<file path="config.mk">
export PLATFORM = sky130hd
export DESIGN_NAME = adder_seq_ctrl
export DESIGN_NICKNAME = d
export VERILOG_FILES = /design/src/rtl/adder_seq_ctrl.sv
export SDC_FILE = /design/constraint.sdc
export NUM_CORES = 1
export LEC_CHECK = 0
export CORE_MARGIN = 5
export CORE_UTILIZATION = 45
export CTS_CLUSTER_SIZE = 12
export DETAILED_ROUTE_END_ITERATION = 10
export HOLD_SLACK_MARGIN = 0.02
export PLACE_DENSITY = 0.87
export RECOVER_POWER = 100
export REMOVE_ABC_BUFFERS = 1
export SETUP_SLACK_MARGIN = 0.3
export SLEW_MARGIN = 30
export SYNTH_ARGS = -nofsm -noshare
export SYNTH_HDL_FRONTEND = slang
export SYNTH_SLANG_ARGS = --single-unit
export TNS_END_PERCENT = 100
</file>
<file path="constraint.sdc">
create_clock -name clk -period 2.7 [get_ports clk]
set_input_delay 0.27 -clock clk [delete_from_list [all_inputs] [get_ports clk]]
set_output_delay 0.27 -clock clk [all_outputs]
set_load 0.1 [all_outputs]
</file>
<file path="src/rtl/adder_seq_ctrl.sv">
// adder_seq_ctrl: sequences one 4-bit add slice over NIBBLES cycles to add two W-bit operands.
module adder_seq_ctrl #(
    parameter int NIBBLES = 4
) (
    input  logic                 clk,
    input  logic                 rst_n,
    input  logic                 start,
    input  logic [4*NIBBLES-1:0] a,
    input  logic [4*NIBBLES-1:0] b,
    output logic                 busy,
    output logic                 done,
    output logic [4*NIBBLES-1:0] sum,
    output logic                 carry
);
    localparam int W  = 4 * NIBBLES;
    localparam int IW = $clog2(NIBBLES);

    typedef enum logic {IDLE, RUN} state_t;

    state_t         state, state_next;
    logic [W-1:0]   a_reg, b_reg;
    logic [IW-1:0]  idx;
    logic           cin;
    logic           last;
    logic [4:0]     slice;

    assign busy = (state == RUN);

    always_comb begin
        last       = (idx == IW'(NIBBLES - 1));
        slice      = {1'b0, a_reg[{idx, 2'b00} +: 4]} + {1'b0, b_reg[{idx, 2'b00} +: 4]} + {4'b0, cin};
        state_next = (state == IDLE) ? (start ? RUN : IDLE) : (last ? IDLE : RUN);
    end

    always_ff @(posedge clk or negedge rst_n) begin
        if (!rst_n) state <= IDLE;
        else        state <= state_next;
    end

    // Unprocessed sum nibbles keep their previous values while running.
    always_ff @(posedge clk or negedge rst_n) begin
        if (!rst_n) begin
            a_reg <= '0;
            b_reg <= '0;
            idx   <= '0;
            cin   <= 1'b0;
            sum   <= '0;
            carry <= 1'b0;
            done  <= 1'b0;
        end else begin
            done <= 1'b0;
            if (state == IDLE && start) begin
                a_reg <= a;
                b_reg <= b;
                idx   <= '0;
                cin   <= 1'b0;
            end else if (state == RUN) begin
                sum[{idx, 2'b00} +: 4] <= slice[3:0];
                cin <= slice[4];
                idx <= idx + 1'b1;
                if (last) begin
                    carry <= slice[4];
                    done  <= 1'b1;
                end
            end
        end
    end
endmodule

</file>
Figure 1. Routing congestion (run 1).
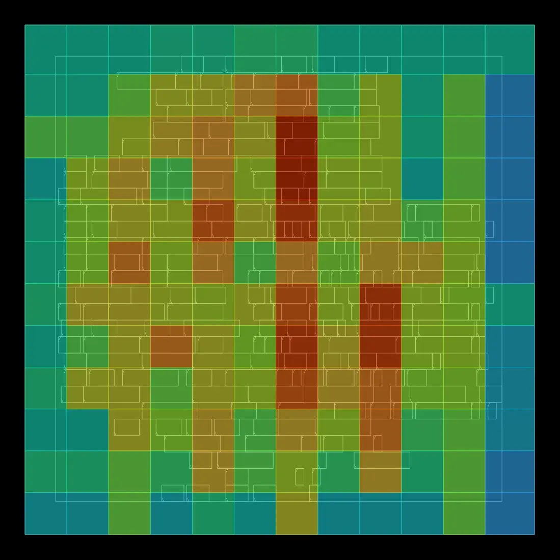
global routing's busiest layer: met2
global routing usage on met1: 0.187

Figure 2. Logic cells by family (run 1).
(6 px per um)
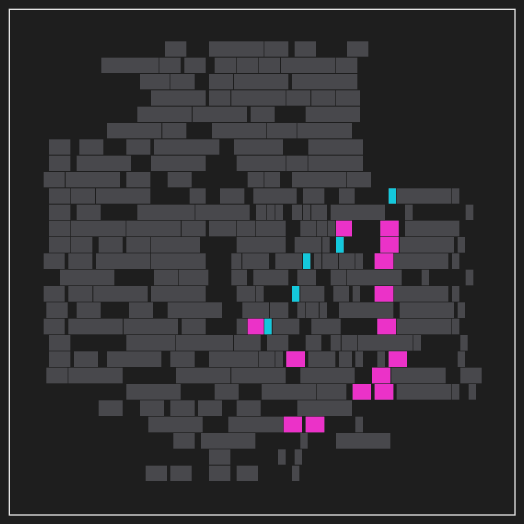
Key: inverters = cyan [cells 5, most used inv_1, where centre]; AND-OR and OR-AND gates = magenta [cells 14, most used a22o_1]

==> impl_metrics.toml, run 1 <==
# physical design summary
[outcome]
status = "finished clean"

[yosys]
ys_sh_adder = 0.0568
mux_share = 0.224
ys_sh_aoi = 0.0771
synth-simple-area-share = 0.0614
synth_cell_types = 33
synth_warnings = 0
top_cell_area_share = 0.548
ys_cells = 169
logic_family = "multiplexers"
topCellsByArea = "dfrtp_1 (55%), mux2_2 (15%), mux4_2 (4.6%)"
ys_area_sq_mm = 0.00247
xor_area_frac = 0.00355
synth-seq-cells = 54
netlist_instances = 169
yosysTopAreaCell = "dfrtp_1"
postSynthSeqShare = 0.548
syn_area_sq_mm = 0.00247
synth.avg_cell_area_sq_um = 14.6

[critical_path]
crit_fanout = 5
crit_chain = "mux4_2 > fa_1 > fa_2 > a21o_1 > a21oi_2 > o21ai_0"
r2r-end = "carry$_DFFE_PN0P_"
crit_arrival_ns = 2.61
start_kind = "flip-flop"
crit_start = "idx[0]$_DFFE_PN0P_"
r2r_cells = 6
rrSetupSlack_ns = 0.28
cp-end-kind = "flip-flop"
crit_end = "carry$_DFFE_PN0P_"
cpMaxStageDelayCell = "mux4_2"
timing.rr.start = "idx[0]$_DFFE_PN0P_"
cp.depth = 6
path_class = "reg2reg"
path_buffers = 0
required_ns = 2.88
path_delay_family = "adder cells"
cp_slowest_stage_delay_ns = 0.55

[clock_tree]
holdBufCountCts = 1
ctsResizeCount = 4
clkSlewWorstSetupHoldPaths_ns = 0.09
post-cts-setup-buffers = 2
clk_path_buf_depth = 2
clock-sinks = 54
cts_tree = "done"
clk_latency_ns = 0.31
cts-root-buf = "clkbuf_8"
htree_levels = 2
cts_buffers = 5

[timing]
hold_viol = 0
tns_ns = 0
worst_pin_slew_ns = 1.41
hold_ws_ns = 0.490
slew_headroom = 0.0631
rsz0062_at_grt = "false"
timing.final.max_slew_violations = 0
period_needed_ns = 2.42
setup_viol = 0
fin_worst_skew_ns = 0.0106
max_freq_mhz = 412
post-route-period-util = 0.898

[detailed_routing]
drc = 0
top_layer_used = "met4"
vias = 1570
post_drt_wl_per_cell_um = 16.0
wl_met3_um = 256
postRouteWirelength_um = 4810
ant_nets = 0
wl_met1_um = 2130
dr_wl_met2_um = 2350
drt-initial-drc-count = 91
dr.pass1.iters = 4
vias_per_cell = 5.22

[placed_design]
hpwl_um = 3500
gp_congestion = 0.775
io_buffers = 53

[grt]
grt_use_met2 = 0.229
antenna_found_initial = 0
grt_use_met3 = 0.0405
first_global_vias = 1658
grt_max_degree = 34
gr-usage-all-layers = 0.144
grt_pass1_wl_um = 8090
overflow = 0

[min_path]
hp-class = "reg2reg"
min-delay-start = "sum[7]$_DFFE_PN0P_"

[die]
die-height_um = 84.0
die_width_um = 84.0
core.rowCount = 27
ios = 54
core_area_sq_mm = 0.00541
fp_util = 0.456
die_area_sq_mm = 0.00706

[finish]
layout_top_cells = "dfrtp_1 (54), clkdlybuf4s50_1 (33), mux2_2 (32)"
num_antenna_cells = 0
syn_to_final_growth_pct = 26.4
drive_above_1_share = 0.236
final_common_cell = "dfrtp_1"
fin_nets = 273

[run]
max_cap_viol_count = 0
log.warning_count = 29
Figure 3. Metal 2 (run 1).
(3 px per um) Cells faint in the background.
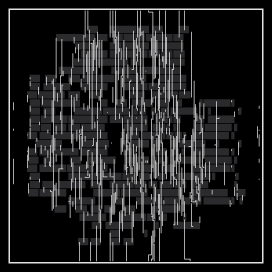
The wires run mostly vertical. The layer holds 49% of the routed length.

run 1: per-stage QoR:
stage                     utilization  instance area [sq um]  setup slack, ns  instances
final                           0.577                   3120            0.276        301
after global routing            0.577                   3120            0.151        301
after CTS                       0.591                   3190            0.355        301
after detailed placement        0.557                   3010            0.170        290
after global placement          0.557                   3010            0.227        290
after floorplan                     -                   2410           0.0957        161
run 1: synth_stat cells:
master	n
o31ai_1	5
a22o_1	12
mux2_2	32
nor3b_1	1
mux4_2	5
fa_1	2
nor2_1	1
nor4b_1	1
or4_1	1
inv_1	4
nand2_4	1
nand2_1	12
nand3_1	2
a21o_1	2
mux4_1	3
xor2_1	1
and3b_2	1
and3b_1	1
a21boi_0	1
or4b_1	1
and3_1	1
ha_1	8
inv_2	1
a21oi_1	2
clkbuf_8	1
and2b_2	1
o21ai_0	3
dfrtp_1	54
buf_6	1
clkbuf_1	1
nor4_1	1
nand3b_1	1
buf_2	5
run 1: final cells by class:
class | instances | area, sq um
Sequential cell | 54 | 1350
Multi-Input combinational cell | 102 | 1050
Inverter | 5 | 18.8
Tap cell | 72 | 90.1
Timing Repair Buffer | 60 | 460
Clock buffer | 6 | 82.6
Clock inverter | 2 | 60.1
Fill cell | 466 | 2290
run 1: worst min path at each step:
stage / depth (start not counted) / end
after floorplan: 0 / a_reg[0]$_DFFE_PN0P_
after global placement: 1 / sum[5]$_DFFE_PN0P_
after detailed placement: 1 / sum[5]$_DFFE_PN0P_
after CTS: 2 / a_reg[2]$_DFFE_PN0P_
after global routing: 1 / sum[8]$_DFFE_PN0P_
final: 2 / sum[7]$_DFFE_PN0P_
## Run 2: what changed since run 1
--- a/config.mk
+++ b/config.mk
@@ -5,7 +5,7 @@
 export SDC_FILE = /design/constraint.sdc
 export NUM_CORES = 1
 export LEC_CHECK = 0
-export CORE_MARGIN = 5
+export CORE_MARGIN = 4
 export CORE_UTILIZATION = 45
 export CTS_CLUSTER_SIZE = 12
 export DETAILED_ROUTE_END_ITERATION = 10
Figure 4. Metal 2 (run 2).
(3 px per um) Cells faint in the background.
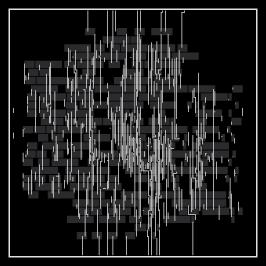
The layer carries 2280 um of wire. The wires run mostly vertical.

==> impl_metrics.toml, run 2 <==
# physical design summary
[outcome]
status = "finished clean"

[detailed_routing]
drt-initial-drc-count = 122
drc = 0
dr.pass1.iters = 4
ant_nets = 0
postRouteWirelength_um = 4750
post_drt_wl_per_cell_um = 16.0
vias = 1566

[yosys]
synthArstFlopShare = 1.00
synth.avg_cell_area_sq_um = 14.6
postSynthSeqShare = 0.548
yosysTopAreaCell = "dfrtp_1"
ys_cells = 169
ys_area_sq_mm = 0.00247
flop_cell = "dfrtp_1"
top_cell_area_share = 0.548
synth_warnings = 0
synth-seq-cells = 54
topCellsByArea = "dfrtp_1 (55%), mux2_2 (15%), mux4_2 (4.6%)"

[clock_tree]
clkSlewWorstSetupHoldPaths_ns = 0.09
cts-root-buf = "clkbuf_8"
clk_path_buf_depth = 2
clock-sinks = 54
cts_tree = "done"
cts_buffers = 5
post-cts-setup-buffers = 0

[die]
core_area_sq_mm = 0.00520
num_tap_cells = 70
ios = 54
die_width_um = 82.0
die-height_um = 82.0
core.rowCount = 26
fp_util = 0.474

[timing]
tns_ns = 0
rsz0062_at_grt = "false"
fin_worst_skew_ns = 0.00722
setup_viol = 0
timing.final.max_slew_violations = 0
slew_headroom = 0.147
post-route-period-util = 0.888
hold_viol = 0

[critical_path]
start_kind = "flip-flop"
required_ns = 2.87
cp-end-kind = "flip-flop"
crit_fanout = 16
crit_start = "idx[0]$_DFFE_PN0P_"
crit_arrival_ns = 2.57
path_class = "reg2reg"
timing.rr.start = "idx[0]$_DFFE_PN0P_"
crit_end = "sum[3]$_DFFE_PN0P_"

[finish]
sh_seq_area = 0.445
sh_comb_area = 0.347
drive_above_1_share = 0.239
fin_nets = 270
fillerInstances = 430
stdcell_count = 296
clock_buffers = 7
num_antenna_cells = 0
clock_cell_area_share = 0.0301
dominant-cell-class = "registers"
syn_to_final_growth_pct = 23.2
final_common_cell = "dfrtp_1"
combGateArea_sq_mm = 0.00105
final-nonclk-buf-share = 0.143
ff_count = 54
layout_top_cells = "dfrtp_1 (54), clkdlybuf4s50_1 (33), mux2_2 (32)"

[placed_design]
dp.cells = 288
dp_slack_ns = 0.221
io_buffers = 53
gp_congestion = 0.815
hpwl_um = 3470

[grt]
antenna_found_initial = 0
gr-usage-all-layers = 0.148
grt_max_degree = 55
overflow = 0
grt_pass1_wl_um = 7380

[min_path]
hp-class = "in2async"
[run 2: cell counts after synthesis]
No cell type changed its count.
[run 2: metal layers]
metal | vias up | global-route usage | share of wire
met3 | 5 | 0.0362 | 0.071
li1 | 736 | - | -
met1 | 775 | 0.202 | 0.44
met5 | - | 0 | 0
met4 | 0 | 0.0515 | 0.0089
met2 | 50 | 0.229 | 0.48
[run 2: kinds of logic after synthesis]
| family | synth area share |
|---|---|
| AOI/OAI and AO/OA | 0.0771 |
| and+or+nand+nor | 0.0614 |
| adders and majority gates | 0.0568 |
| muxes | 0.224 |
| buffers and inverters | 0.0294 |
| xor gates and xnor gates | 0.00355 |
| DFF | 0.548 |
[run 2: what timing repair did]
item	CTS	global route
cloned	0	0
endpoints found under the setup margin	6	10
gates resized	3	4
[run 2: per-stage QoR]
| step | util | hold WS, ns |
|---|---|---|
| detailed placement | 0.580 | 0.428 |
| global placement | 0.580 | 0.421 |
| global route | 0.584 | 0.447 |
| CTS | 0.600 | 0.0928 |
| floorplan | - | -0.0256 |
| finish | 0.584 | 0.315 |
[run 2: worst max-delay path, stage by stage, from the launching register on]
cell and delay (ns):
dfrtp_1 0.43, buf_6 0.21, mux4_2 0.52, ha_1 0.39
a21oi_1 0.11, a21boi_0 0.43, o31ai_1 0.17
